===== config.mk =====
export PLATFORM = sky130hd
export DESIGN_NAME = multicycle_control
export DESIGN_NICKNAME = d
export VERILOG_FILES = /design/src/rtl/multicycle_control.sv
export SDC_FILE = /design/constraint.sdc
export NUM_CORES = 1
export LEC_CHECK = 0
export CORE_MARGIN = 10
export CORE_UTILIZATION = 42
export DETAILED_ROUTE_END_ITERATION = 6
export GPL_TIMING_DRIVEN = 0
export PLACE_DENSITY_LB_ADDON = 0.15
export SYNTH_ARGS = -nofsm -noshare
export SYNTH_HDL_FRONTEND = slang
export SYNTH_SLANG_ARGS = --single-unit
export TNS_END_PERCENT = 20

===== constraint.sdc =====
create_clock -name clk -period 4 [get_ports clk]
set_input_delay 1.2 -clock clk [delete_from_list [all_inputs] [get_ports clk]]
set_output_delay 1.2 -clock clk [all_outputs]
set_load 0.01 [all_outputs]

===== src/rtl/multicycle_control.sv =====
// Main control FSM for the multi-cycle 32-bit RISC core: sequences fetch/decode/execute/memory/wb.
// Optional ADDI support is enabled by defining CTRL_ADDI_EN.
module multicycle_control (
  input  logic       clk,
  input  logic       rst_n,
  input  logic [5:0] opcode,
  input  logic       mem_ready,
  output logic       pc_write,
  output logic       pc_write_cond,
  output logic [1:0] pc_source,
  output logic       i_or_d,
  output logic       mem_read,
  output logic       mem_write,
  output logic       ir_write,
  output logic       mem_to_reg,
  output logic       reg_dst,
  output logic       reg_write,
  output logic       alu_src_a,
  output logic [1:0] alu_src_b,
  output logic [1:0] alu_op,
  output logic       instr_done,
  output logic       illegal,
  output logic [3:0] state
);

  localparam logic [5:0] OpRtype = 6'b000000;
  localparam logic [5:0] OpLw    = 6'b100011;
  localparam logic [5:0] OpSw    = 6'b101011;
  localparam logic [5:0] OpBeq   = 6'b000100;
  localparam logic [5:0] OpJ     = 6'b000010;
`ifdef CTRL_ADDI_EN
  localparam logic [5:0] OpAddi  = 6'b001000;
`endif

  typedef enum logic [3:0] {
    StFetch   = 4'd0,
    StDecode  = 4'd1,
    StMemAddr = 4'd2,
    StMemRd   = 4'd3,
    StMemWb   = 4'd4,
    StMemWr   = 4'd5,
    StRExec   = 4'd6,
    StRWb     = 4'd7,
    StBranch  = 4'd8,
    StJump    = 4'd9
`ifdef CTRL_ADDI_EN
    ,
    StAddiExec = 4'd10,
    StAddiWb   = 4'd11
`endif
  } state_e;

  state_e state_q, state_d;

  logic       pc_write_c, pc_write_cond_c, i_or_d_c, mem_read_c, mem_write_c, ir_write_c;
  logic       mem_to_reg_c, reg_dst_c, reg_write_c, alu_src_a_c, instr_done_c, illegal_c;
  logic [1:0] pc_source_c, alu_src_b_c, alu_op_c;

  always_ff @(posedge clk or negedge rst_n) begin
    if (!rst_n) begin
      state_q <= StFetch;
    end else begin
      state_q <= state_d;
    end
  end

  always_comb begin
    state_d         = StFetch;
    pc_write_c      = 1'b0;
    pc_write_cond_c = 1'b0;
    pc_source_c     = 2'b00;
    i_or_d_c        = 1'b0;
    mem_read_c      = 1'b0;
    mem_write_c     = 1'b0;
    ir_write_c      = 1'b0;
    mem_to_reg_c    = 1'b0;
    reg_dst_c       = 1'b0;
    reg_write_c     = 1'b0;
    alu_src_a_c     = 1'b0;
    alu_src_b_c     = 2'b00;
    alu_op_c        = 2'b00;
    instr_done_c    = 1'b0;
    illegal_c       = 1'b0;

    case (state_q)
      StFetch: begin
        mem_read_c  = 1'b1;
        alu_src_b_c = 2'b01;
        ir_write_c  = mem_ready;
        pc_write_c  = mem_ready;
        state_d     = mem_ready ? StDecode : StFetch;
      end
      StDecode: begin
        alu_src_b_c = 2'b11;
        case (opcode)
          OpLw, OpSw: state_d = StMemAddr;
          OpRtype:    state_d = StRExec;
          OpBeq:      state_d = StBranch;
          OpJ:        state_d = StJump;
`ifdef CTRL_ADDI_EN
          OpAddi:     state_d = StAddiExec;
`endif
          default: begin
            illegal_c    = 1'b1;
            instr_done_c = 1'b1;
            state_d      = StFetch;
          end
        endcase
      end
      StMemAddr: begin
        alu_src_a_c = 1'b1;
        alu_src_b_c = 2'b10;
        if (opcode == OpLw) begin
          state_d = StMemRd;
        end else if (opcode == OpSw) begin
          state_d = StMemWr;
        end else begin
          state_d = StFetch;
        end
      end
      StMemRd: begin
        mem_read_c = 1'b1;
        i_or_d_c   = 1'b1;
        state_d    = mem_ready ? StMemWb : StMemRd;
      end
      StMemWb: begin
        mem_to_reg_c = 1'b1;
        reg_write_c  = 1'b1;
        instr_done_c = 1'b1;
      end
      StMemWr: begin
        mem_write_c  = 1'b1;
        i_or_d_c     = 1'b1;
        instr_done_c = mem_ready;
        state_d      = mem_ready ? StFetch : StMemWr;
      end
      StRExec: begin
        alu_src_a_c = 1'b1;
        alu_op_c    = 2'b10;
        state_d     = StRWb;
      end
      StRWb: begin
        reg_dst_c    = 1'b1;
        reg_write_c  = 1'b1;
        instr_done_c = 1'b1;
      end
      StBranch: begin
        alu_src_a_c     = 1'b1;
        alu_op_c        = 2'b01;
        pc_write_cond_c = 1'b1;
        pc_source_c     = 2'b01;
        instr_done_c    = 1'b1;
      end
      StJump: begin
        pc_write_c   = 1'b1;
        pc_source_c  = 2'b10;
        instr_done_c = 1'b1;
      end
`ifdef CTRL_ADDI_EN
      StAddiExec: begin
        alu_src_a_c = 1'b1;
        alu_src_b_c = 2'b10;
        state_d     = StAddiWb;
      end
      StAddiWb: begin
        reg_write_c  = 1'b1;
        instr_done_c = 1'b1;
      end
`endif
      default: state_d = StFetch;
    endcase
  end

  // Reset gates every output combinationally, independent of the state register.
  assign pc_write      = rst_n & pc_write_c;
  assign pc_write_cond = rst_n & pc_write_cond_c;
  assign pc_source     = rst_n ? pc_source_c : 2'b00;
  assign i_or_d        = rst_n & i_or_d_c;
  assign mem_read      = rst_n & mem_read_c;
  assign mem_write     = rst_n & mem_write_c;
  assign ir_write      = rst_n & ir_write_c;
  assign mem_to_reg    = rst_n & mem_to_reg_c;
  assign reg_dst       = rst_n & reg_dst_c;
  assign reg_write     = rst_n & reg_write_c;
  assign alu_src_a     = rst_n & alu_src_a_c;
  assign alu_src_b     = rst_n ? alu_src_b_c : 2'b00;
  assign alu_op        = rst_n ? alu_op_c : 2'b00;
  assign instr_done    = rst_n & instr_done_c;
  assign illegal       = rst_n & illegal_c;
  assign state         = rst_n ? state_q : 4'd0;

endmodule

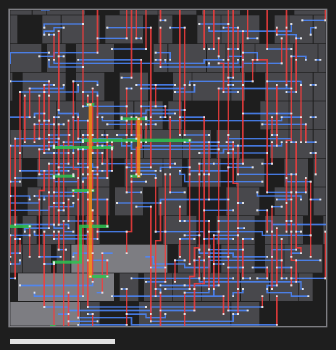
Run 1: close-up of the layout
The bar under the picture is 10 µm long. Region (14, 14) to (44, 44) µm. Cells in grey, sequential cells in the stronger grey; small squares are vias.
| layer | colour |
|---|---|
| metal 1 | blue |
| metal 3 | green |
| metal 2 | red |
| metal 4 | orange |
cells with their middle in the window: 90
sequential cells in the window: 3
most frequent: nor2_1 (11), clkdlybuf4s50_1 (9), nand2_1 (7)
netlist names of flops here include: state_q (3)

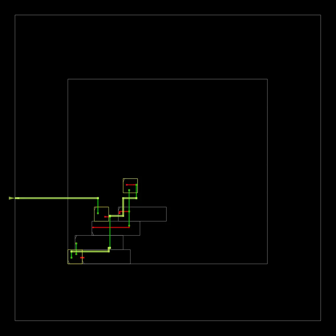
Run 1: the clock network
sequential cells: 4
Clock Sink Count: 4
later-pin clock latency in the skew report: 230 ps

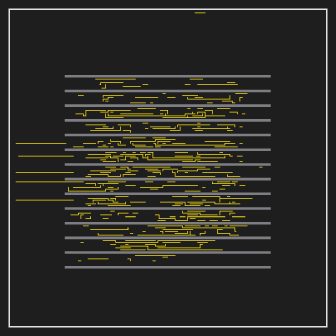
Run 1: the metal 1 layer
Supply wires on this layer in grey.
longest straight run: 14.3 µm
nets with wire on the layer: 113

run 1: power by group:
| part | internal [mW] | total (mW) | switching (mW) |
|---|---|---|---|
| Combinational | 0.0303 | 0.0597 | 0.0294 |
| Sequential | 0.0421 | 0.0446 | 0.00252 |
| Clock | 0.0334 | 0.0487 | 0.0152 |
run 1: routing by layer:
layer,track usage [%],vias up,wire [µm]
met3,5.150,4,162
met2,20.64,32,1018
met4,4.027,0,21
met5,0,-,0
li1,-,380,-
met1,12.33,349,805
run 1: worst reg2reg max path: stages (launching register included):
cell and delay [ps]:
dfrtp_1 460, buf_4 210, and3b_1 160, o31ai_1 290
o221ai_1 190
run 1: how the worst max path moves through the flow:
| stage | start | endpoint | slack [ps] | cells past startpoint |
|---|---|---|---|---|
| final | opcode[2] | instr_done | 80 | 5 |
| after global routing | opcode[2] | instr_done | 20 | 5 |
| after CTS | rst_n | pc_source[0] | 30 | 5 |
| after detailed placement | rst_n | pc_source[0] | -390 | 6 |
| after global placement | rst_n | pc_source[0] | -370 | 6 |
| after floorplan | rst_n | pc_source[0] | 730 | 4 |
run 1: cell usage in the layout, fill, tap and decap left out, types with 2 or more instances in the layout:
cell,netlist,layout
and3_1,2,2
o211ai_1,2,2
dfrtp_1,4,4
and3b_1,2,2
a21oi_1,4,3
clkbuf_4,0,3
buf_2,3,3
and2b_1,3,3
nand2_1,7,7
and2_1,4,4
nor3b_1,4,4
clkdlybuf4s50_1,0,25
nor2b_1,2,2
nor3_1,4,4
o21ai_0,2,2
nand4_1,3,3
nor2_1,11,11
buf_4,2,2
inv_1,3,3
dlygate4sd2_1,0,4
run 1: cell families after synthesis:
family                 synth area share [%]
AND-OR/OR-AND                         19.28
XOR/XNOR                              2.812
buffers and inverters                 9.034
flip-flops                            16.06
AND/OR/NAND/NOR                       52.81
run 1: final cells by class:
class,instances,share of cell area [%]
multi-input combinational,72,49.28
timing repair buffer,30,30.41
sequential,4,10.48
buffer,6,4.325
clock buffer,3,2.359
tap,15,1.966
inverter,3,1.180
run 1: through the flow:
stage	setup slack (ps)	std cells	utilization, %	power, mW
3_3_place_gp	-367.6	131	69.79	0.1057
4_1_cts	32.47	133	71.08	0.1551
2_1_floorplan	730.8	86	-	0.07573
5_1_grt	18.12	133	70.71	0.1659
6_report	83.80	133	70.71	0.1530
3_5_place_dp	-394.1	131	69.79	0.1070
run 1: what timing repair did:
item	CTS	global route
pin swaps	1	0
endpoints found under the setup margin	22	8
resized	7	1
setup buffers	0	0
==> out/qor.json, run 1 <==
{
  "regArea": {"value": 100.1, "unit": "µm²"},
  "layout.filler_cells": {"value": 113},
  "area_delta_synth_final": {"value": 53.21, "unit": "%"},
  "regToRegSetupSlack": {"value": 2520, "unit": "ps"},
  "layout.cell_area.non_filler": {"value": 954.7, "unit": "µm²"},
  "holdCritStartpoint": {"value": "state_q[3]"},
  "cts_hold_buf": {"value": 0},
  "max_slew.worst_pin.slew": {"value": 350.2, "unit": "ps"},
  "grt_use_total": {"value": 11.85, "unit": "%"},
  "synth_cell_type_count": {"value": 41},
  "worst_r2r_endpoint": {"value": "state_q[2]"},
  "ys_seq_elements": {"value": 4},
  "number_of_buffers_created_by_cts": {"value": 3},
  "log.warning_count": {"value": 26},
  "critPathCaptureType": {"value": "output port"},
  "cell_count_in_the_yosys_report": {"value": 86},
  "mi_logic_area": {"value": 470.5, "unit": "µm²"},
  "grt_setup_unrepaired": {"value": "false"},
  "cts.reportedPaths.clkPinSlew": {"value": 30, "unit": "ps"},
  "worst-setup-path-type": {"value": "primary input to output port"},
  "r2r-start": {"value": "state_q[1]"},
  "critPathLaunchType": {"value": "primary input"},
  "synth.cell_area": {"value": 623.1, "unit": "µm²"},
  "power_density": {"value": 160.2, "unit": "nW/µm²"},
  "placed_cell_area": {"value": 942.2, "unit": "µm²"},
  "initial_utilization": {"value": 46.15, "unit": "%"},
  "final_nets": {"value": 129},
  "dominantRegCellSynth": {"value": "dfrtp_1"},
  "remaining_drc_errors": {"value": 0},
  "drt-wirelength-per-cell": {"value": 15.09, "unit": "µm"},
  "drive_above_1_share": {"value": 11.86, "unit": "%"},
  "netlist_instances": {"value": 86},
  "outcome": {"value": "finished clean"},
  "detailed_place_hpwl": {"value": 1638, "unit": "µm"},
  "postSynth.asyncResetShare": {"value": 100.0, "unit": "%"},
  "reg2reg_depth": {"value": 4},
  "detailed_routing_iteration_count_for_the_pre_antenna_repair_pass": {"value": 4}
}
==> run 1 -> run 2 <==
CAP_MARGIN = 20   (was default)
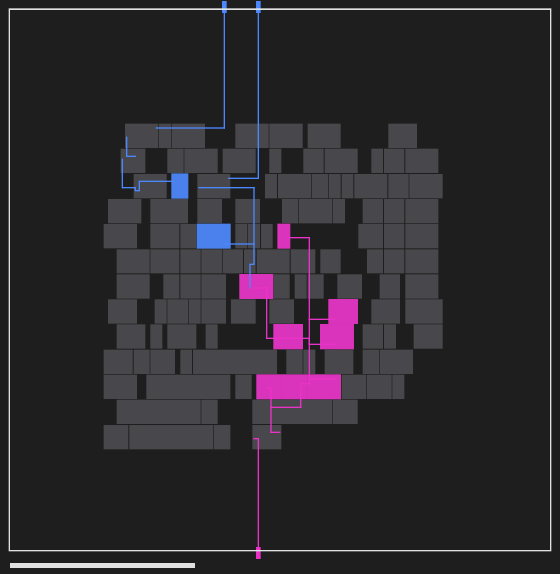
Run 2: wires at chosen ports, followed through buffers
The bar under the picture is 20 µm long.
| port | colour | bits | direction | edge | end cells | buffers | wire |
|---|---|---|---|---|---|---|---|
| mem_ready | magenta | 1 | input | south | 8 | 1 | 63.5 µm |
| pc_source | blue | 2 | output | north | 2 | 3 | 74.3 µm |

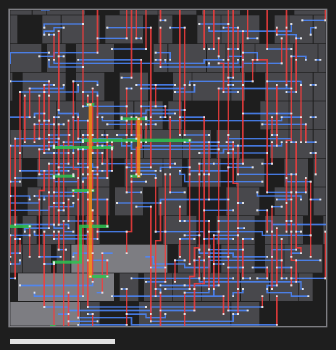
Run 2: close-up of the layout
The bar under the picture is 10 µm long. Region (14, 14) to (44, 44) µm. Cells in grey, sequential cells in the stronger grey; small squares are vias.
| layer | colour |
|---|---|
| metal 3 | green |
| metal 1 | blue |
| metal 2 | red |
| metal 4 | orange |
most frequent: nor2_1 (11), clkdlybuf4s50_1 (9), nand2_1 (7)
cells with their middle in the window: 90
netlist names of flops here include: state_q (3)
sequential cells in the window: 3

==> out/qor.json, run 2 <==
{
  "outcome": {"value": "finished clean"},
  "ys_seq_elements": {"value": 4},
  "final_nets": {"value": 129},
  "port-buffer-count": {"value": 30},
  "totalWireLength": {"value": 2007, "unit": "µm"},
  "mi_logic_area": {"value": 470.5, "unit": "µm²"},
  "drt-wirelength-per-cell": {"value": 15.09, "unit": "µm"},
  "design.core.area": {"value": 1350, "unit": "µm²"},
  "grt_use_total": {"value": 11.85, "unit": "%"},
  "synth.cellmix.xorXnorShare": {"value": 2.811, "unit": "%"},
  "number_of_buffers_created_by_cts": {"value": 3},
  "n_antenna_cell": {"value": 0},
  "simple_gate_fraction_of_synth_area": {"value": 52.81, "unit": "%"},
  "antenna_violations_before_repair": {"value": 0},
  "worst_r2r_endpoint": {"value": "state_q[2]"},
  "insertion_delay": {"value": 230, "unit": "ps"},
  "worst_ep_required_time": {"value": 2800, "unit": "ps"},
  "dpl.cell_count": {"value": 131},
  "synthAdderAreaFrac": {"value": 0, "unit": "%"},
  "holdPathStages": {"value": 3},
  "ys_warn_count": {"value": 0},
  "die.size.x": {"value": 58.52, "unit": "µm"},
  "postSynthAreaPerCell": {"value": 7.245, "unit": "µm²"},
  "cts.reportedPaths.clkPinSlew": {"value": 30, "unit": "ps"},
  "largest_register": {"value": "state_q"},
  "synth.comb.largest_family": {"value": "simple AND/OR/NAND/NOR gates"},
  "reg_top3": {"value": "state_q (4)"},
  "yosys-top-cells-area": {"value": "dfrtp_1 (16%), nor2_1 (6.6%), nor3b_1 (4.8%)"},
  "postSynth.asyncResetShare": {"value": 100.0, "unit": "%"},
  "grt_setup_unrepaired": {"value": "false"},
  "r2r-start": {"value": "state_q[1]"},
  "cellLeakagePower": {"value": 0.4166, "unit": "nW"},
  "placed_cell_area": {"value": 942.2, "unit": "µm²"},
  "final_common_cell": {"value": "clkdlybuf4s50_1"},
  "synth_cell_type_count": {"value": 41},
  "holdCritStartpoint": {"value": "state_q[3]"},
  "synthMostInstantiatedCell": {"value": "nor2_1"},
  "power_density": {"value": 160.2, "unit": "nW/µm²"},
  "critPathCaptureType": {"value": "output port"},
  "final_layout_top_logic_cells": {"value": "clkdlybuf4s50_1 (25), nor2_1 (11), nand2_1 (7)"},
  "ctsLongestPathBuffers": {"value": 2},
  "dominantRegCellSynth": {"value": "dfrtp_1"},
  "log.warning_count": {"value": 26},
  "first_global_vias": {"value": 724},
  "drive_above_1_share": {"value": 11.86, "unit": "%"},
  "cts-root-buf": {"value": "clkbuf_4"},
  "cts_hold_buf": {"value": 0},
  "fp.dieH": {"value": 58.52, "unit": "µm"},
  "cell_count_in_the_yosys_report": {"value": 86},
  "yosys_area": {"value": 623.1, "unit": "µm²"},
  "finalMaxSlewViolations": {"value": 0},
  "report.final.setup_viol": {"value": 0},
  "count_of_flip_flops_with_a_built_in_enable_after_synthesis": {"value": 0},
  "detailed_routing_iteration_count_for_the_pre_antenna_repair_pass": {"value": 4},
  "netlist_instances": {"value": 86},
  "cts_tree": {"value": "built"},
  "detailed_place_hpwl": {"value": 1638, "unit": "µm"},
  "fmaxAchievable": {"value": 255.3, "unit": "MHz"},
  "holdWs": {"value": 598.6, "unit": "ps"},
  "max_slew.worst_pin.slew": {"value": 350.2, "unit": "ps"},
  "area_delta_synth_final": {"value": 53.21, "unit": "%"},
  "rows": {"value": 13},
  "synth.cell_area": {"value": 623.1, "unit": "µm²"},
  "layout.cell_area.non_filler": {"value": 954.7, "unit": "µm²"},
  "post_layout_nonfiller_instances": {"value": 133},
  "level_count_of_the_clock_h_tree": {"value": 1},
  "detailedRoute.firstIterationViolations": {"value": 19},
  "mux_share": {"value": 0, "unit": "%"},
  "synth.top_cells.by_count": {"value": "nor2_1 (11), nand2_1 (7)"},
  "regToRegSetupSlack": {"value": 2520, "unit": "ps"},
  "reg2reg_depth": {"value": 4},
  "layout.filler_cells": {"value": 113},
  "gr-total-overflow": {"value": 0},
  "regArea": {"value": 100.1, "unit": "µm²"},
  "fp_nets": {"value": 95},
  "synth_area_leader_cell": {"value": "dfrtp_1"},
  "dieArea": {"value": 3424, "unit": "µm²"},
  "initial_utilization": {"value": 46.15, "unit": "%"},
  "aoi_share": {"value": 19.28, "unit": "%"},
  "worst_path_maximum_fanout": {"value": 4},
  "remaining_drc_errors": {"value": 0},
  "timing.max_cap.violations": {"value": 0},
  "critPathLaunchType": {"value": "primary input"},
  "period_needed": {"value": 3916, "unit": "ps"},
  "cts.sink_count": {"value": 4},
  "worst-setup-path-type": {"value": "primary input to output port"}
}
==> run 2: cell counts in the layout (fill, tap and decap cells not counted) <==
No cell type changed its count.
==> run 2: where the power goes <==
| part | internal [mW] | switching, mW |
|---|---|---|
| sequential | 0.0421 | 0.00252 |
| clock | 0.0334 | 0.0152 |
| combinational | 0.0303 | 0.0294 |
| total | 0.106 | 0.0472 |
==> run 2: kinds of logic after synthesis <==
logic type,count (synthesis)
AND-OR/OR-AND,17
XOR/XNOR,2
flip-flops,4
buffers and inverters,10
AND/OR/NAND/NOR,53
==> run 2: cell type report <==
type	instances	share of cell area, %
buffer	6	4.325
clock buffer	3	2.359
inverter	3	1.180
multi-input combinational	72	49.28
sequential	4	10.48
tap	15	1.966
timing repair buffer	30	30.41
==> run 2: routing by layer <==
layer  track usage, %  part of all wire (%)  wire length (µm)
met3            5.150                   8.1               162
met1            12.33                    40               805
met2            20.64                    51              1018
met4            4.027                   1.0                21
met5                0                     0                 0
==> run 2: worst max-delay path by stage <==
stage	start	depth (start not counted)	to
2_1_floorplan	rst_n	4	pc_source[0]
3_3_place_gp	rst_n	6	pc_source[0]
3_5_place_dp	rst_n	6	pc_source[0]
4_1_cts	rst_n	5	pc_source[0]
5_1_grt	opcode[2]	5	instr_done
6_report	opcode[2]	5	instr_done
==> run 2: through the flow <==
step	setup WS, ps	util, %	total power, mW	TNS [ps]
global route	18.12	70.71	0.1659	0
floorplan	730.8	-	0.07573	0
global placement	-367.6	69.79	0.1057	-4256
finish	83.80	70.71	0.1530	0
CTS	32.47	71.08	0.1551	0
detailed placement	-394.1	69.79	0.1070	-4821
==> run 2: critical path, stage by stage <==
cell and delay [ps]:
clkdlybuf4s50_1 470, a2111o_1 450, a21oi_2 210, a211oi_1 100, dlygate4sd2_1 290
==> run 2: repair_timing <==
action / CTS / global route
buffers inserted: 0 / 0
endpoints found under the setup margin: 22 / 8
pin swaps: 1 / 0
resized: 7 / 1
Run 2, the clock network:
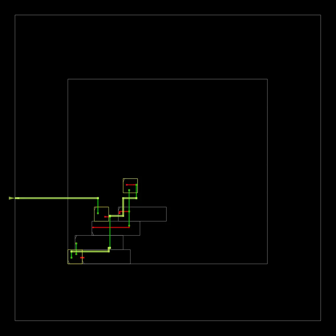

==> run 2 -> run 3 <==
RECOVER_POWER = 25   (was default)
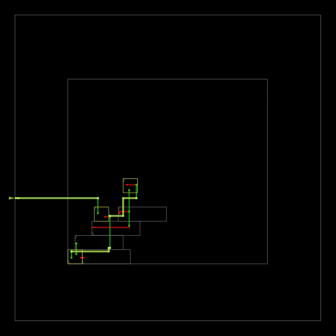
Run 3: the clock network
worst-case clock skew: 6.043 ps
number of buffers created by CTS: 3
clock network power: 0.0487 mW
total of clock buffers placed in the layout: 3

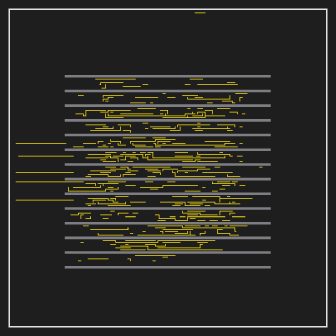
Run 3: the metal 1 layer
Supply wires on this layer in grey.
longest straight run: 14.3 µm
wire length on this layer: 805 µm
share of all routed wire: 40%
met1 layer usage reported by global route: 12.33%
via count: 765
detailed-route wire length: 2006 µm

==> out/qor.json, run 3 <==
{
  "cell_count_in_the_yosys_report": {"value": 86},
  "holdWs": {"value": 598.6, "unit": "ps"},
  "mux_share": {"value": 0, "unit": "%"},
  "die.size.x": {"value": 58.52, "unit": "µm"},
  "critPathLaunchType": {"value": "primary input"},
  "fp.dieH": {"value": 58.52, "unit": "µm"},
  "worst_ep_required_time": {"value": 2800, "unit": "ps"},
  "yosys_area": {"value": 623.1, "unit": "µm²"},
  "report.final.setup_viol": {"value": 0},
  "port-buffer-count": {"value": 30},
  "ctsLongestPathBuffers": {"value": 2},
  "insertion_delay": {"value": 230, "unit": "ps"},
  "cts-root-buf": {"value": "clkbuf_4"},
  "power_density": {"value": 160.0, "unit": "nW/µm²"},
  "synth.top_cells.by_count": {"value": "nor2_1 (11), nand2_1 (7)"},
  "drt-wirelength-per-cell": {"value": 15.08, "unit": "µm"},
  "worst-setup-path-type": {"value": "primary input to output port"},
  "cts.reportedPaths.clkPinSlew": {"value": 30, "unit": "ps"},
  "final_nets": {"value": 129},
  "comb_power_share": {"value": 38.9, "unit": "%"},
  "initial_utilization": {"value": 46.15, "unit": "%"},
  "synthMostInstantiatedCell": {"value": "nor2_1"},
  "aoi_share": {"value": 19.28, "unit": "%"},
  "area_delta_synth_final": {"value": 53.21, "unit": "%"},
  "grt_setup_unrepaired": {"value": "false"},
  "drive_above_1_share": {"value": 11.86, "unit": "%"},
  "final_common_cell": {"value": "clkdlybuf4s50_1"},
  "timing.max_cap.violations": {"value": 0},
  "worst_r2r_endpoint": {"value": "state_q[2]"},
  "remaining_drc_errors": {"value": 0},
  "fmaxAchievable": {"value": 255.3, "unit": "MHz"},
  "holdCritStartpoint": {"value": "state_q[3]"},
  "period_needed": {"value": 3916, "unit": "ps"},
  "synth.comb.largest_family": {"value": "simple AND/OR/NAND/NOR gates"},
  "r2r-start": {"value": "state_q[1]"},
  "outcome": {"value": "finished clean"},
  "yosys-top-cells-area": {"value": "dfrtp_1 (16%), nor2_1 (6.6%), nor3b_1 (4.8%)"},
  "postSynth.asyncResetShare": {"value": 100.0, "unit": "%"},
  "layout.cell_area.non_filler": {"value": 954.7, "unit": "µm²"},
  "synthAdderAreaFrac": {"value": 0, "unit": "%"},
  "synth_cell_type_count": {"value": 41},
  "count_of_flip_flops_with_a_built_in_enable_after_synthesis": {"value": 0},
  "gr-total-overflow": {"value": 0},
  "design.core.area": {"value": 1350, "unit": "µm²"}
}
## run 3: cell count changes in the layout (fill, tap and decap cells not counted)
cell	change
clkdlybuf4s50_1	-1
dlygate4sd3_1	+1
## run 3: how the worst max path moves through the flow
stage	cells past startpoint	endpoint	from
floorplan	4	pc_source[0]	rst_n
global placement	6	pc_source[0]	rst_n
detailed placement	6	pc_source[0]	rst_n
CTS	5	pc_source[0]	rst_n
global route	5	instr_done	opcode[2]
finish	5	instr_done	opcode[2]
## run 3: cell type report
class                   count  area, µm²
fillers                   113      395.4
inverters                   3      11.26
repair buffers             30      290.3
clock buffers               3      22.52
flip-flops and latches      4      100.1
plain buffers               6      41.29
well taps                  15      18.77
multi-input cells          72      470.5
## run 3: layer usage
| layer | part of all wire [%] | GRT usage [%] |
|---|---|---|
| met3 | 8.1 | 5.150 |
| met2 | 51 | 20.64 |
| met4 | 1.0 | 4.027 |
| met5 | 0 | 0 |
| met1 | 40 | 12.33 |
## run 3: worst max-delay path: stages
cell,delay (ps)
clkdlybuf4s50_1,470
a2111o_1,450
a21oi_2,210
a211oi_1,100
dlygate4sd2_1,290
## run 3: stage by stage
stage	instances	setup TNS, ps	power (mW)	setup WS (ps)	util, %
2_1_floorplan	86	0	0.07573	730.8	-
6_report	133	0	0.1528	83.80	70.71
3_5_place_dp	131	-4821	0.1070	-394.1	69.79
5_1_grt	133	0	0.1657	18.12	70.71
4_1_cts	133	0	0.1551	32.47	71.08
3_3_place_gp	131	-4256	0.1057	-367.6	69.79
## run 3: logic make-up after synthesis
family / Yosys count
AND-OR/OR-AND: 17
AND/OR/NAND/NOR: 53
buffers and inverters: 10
flip-flops: 4
XOR/XNOR: 2
## run 3: what timing repair did
action                                  4_1_cts  5_1_grt
resized                                       7        1
buffers inserted                              0        0
pin swaps                                     1        0
endpoints found under the setup margin       22        8
## run 3: power by group through the flow
stage	combinational, mW	sequential, mW	clock, mW
2_1_floorplan	0.0314	0.0443	0
3_3_place_gp	0.0609	0.0449	0
3_5_place_dp	0.0620	0.0450	0
4_1_cts	0.0602	0.0445	0.0503
5_1_grt	0.0652	0.0448	0.0558
6_report	0.0595	0.0446	0.0487
Power figures rest on the tool's default switching activity, not on a simulated workload.
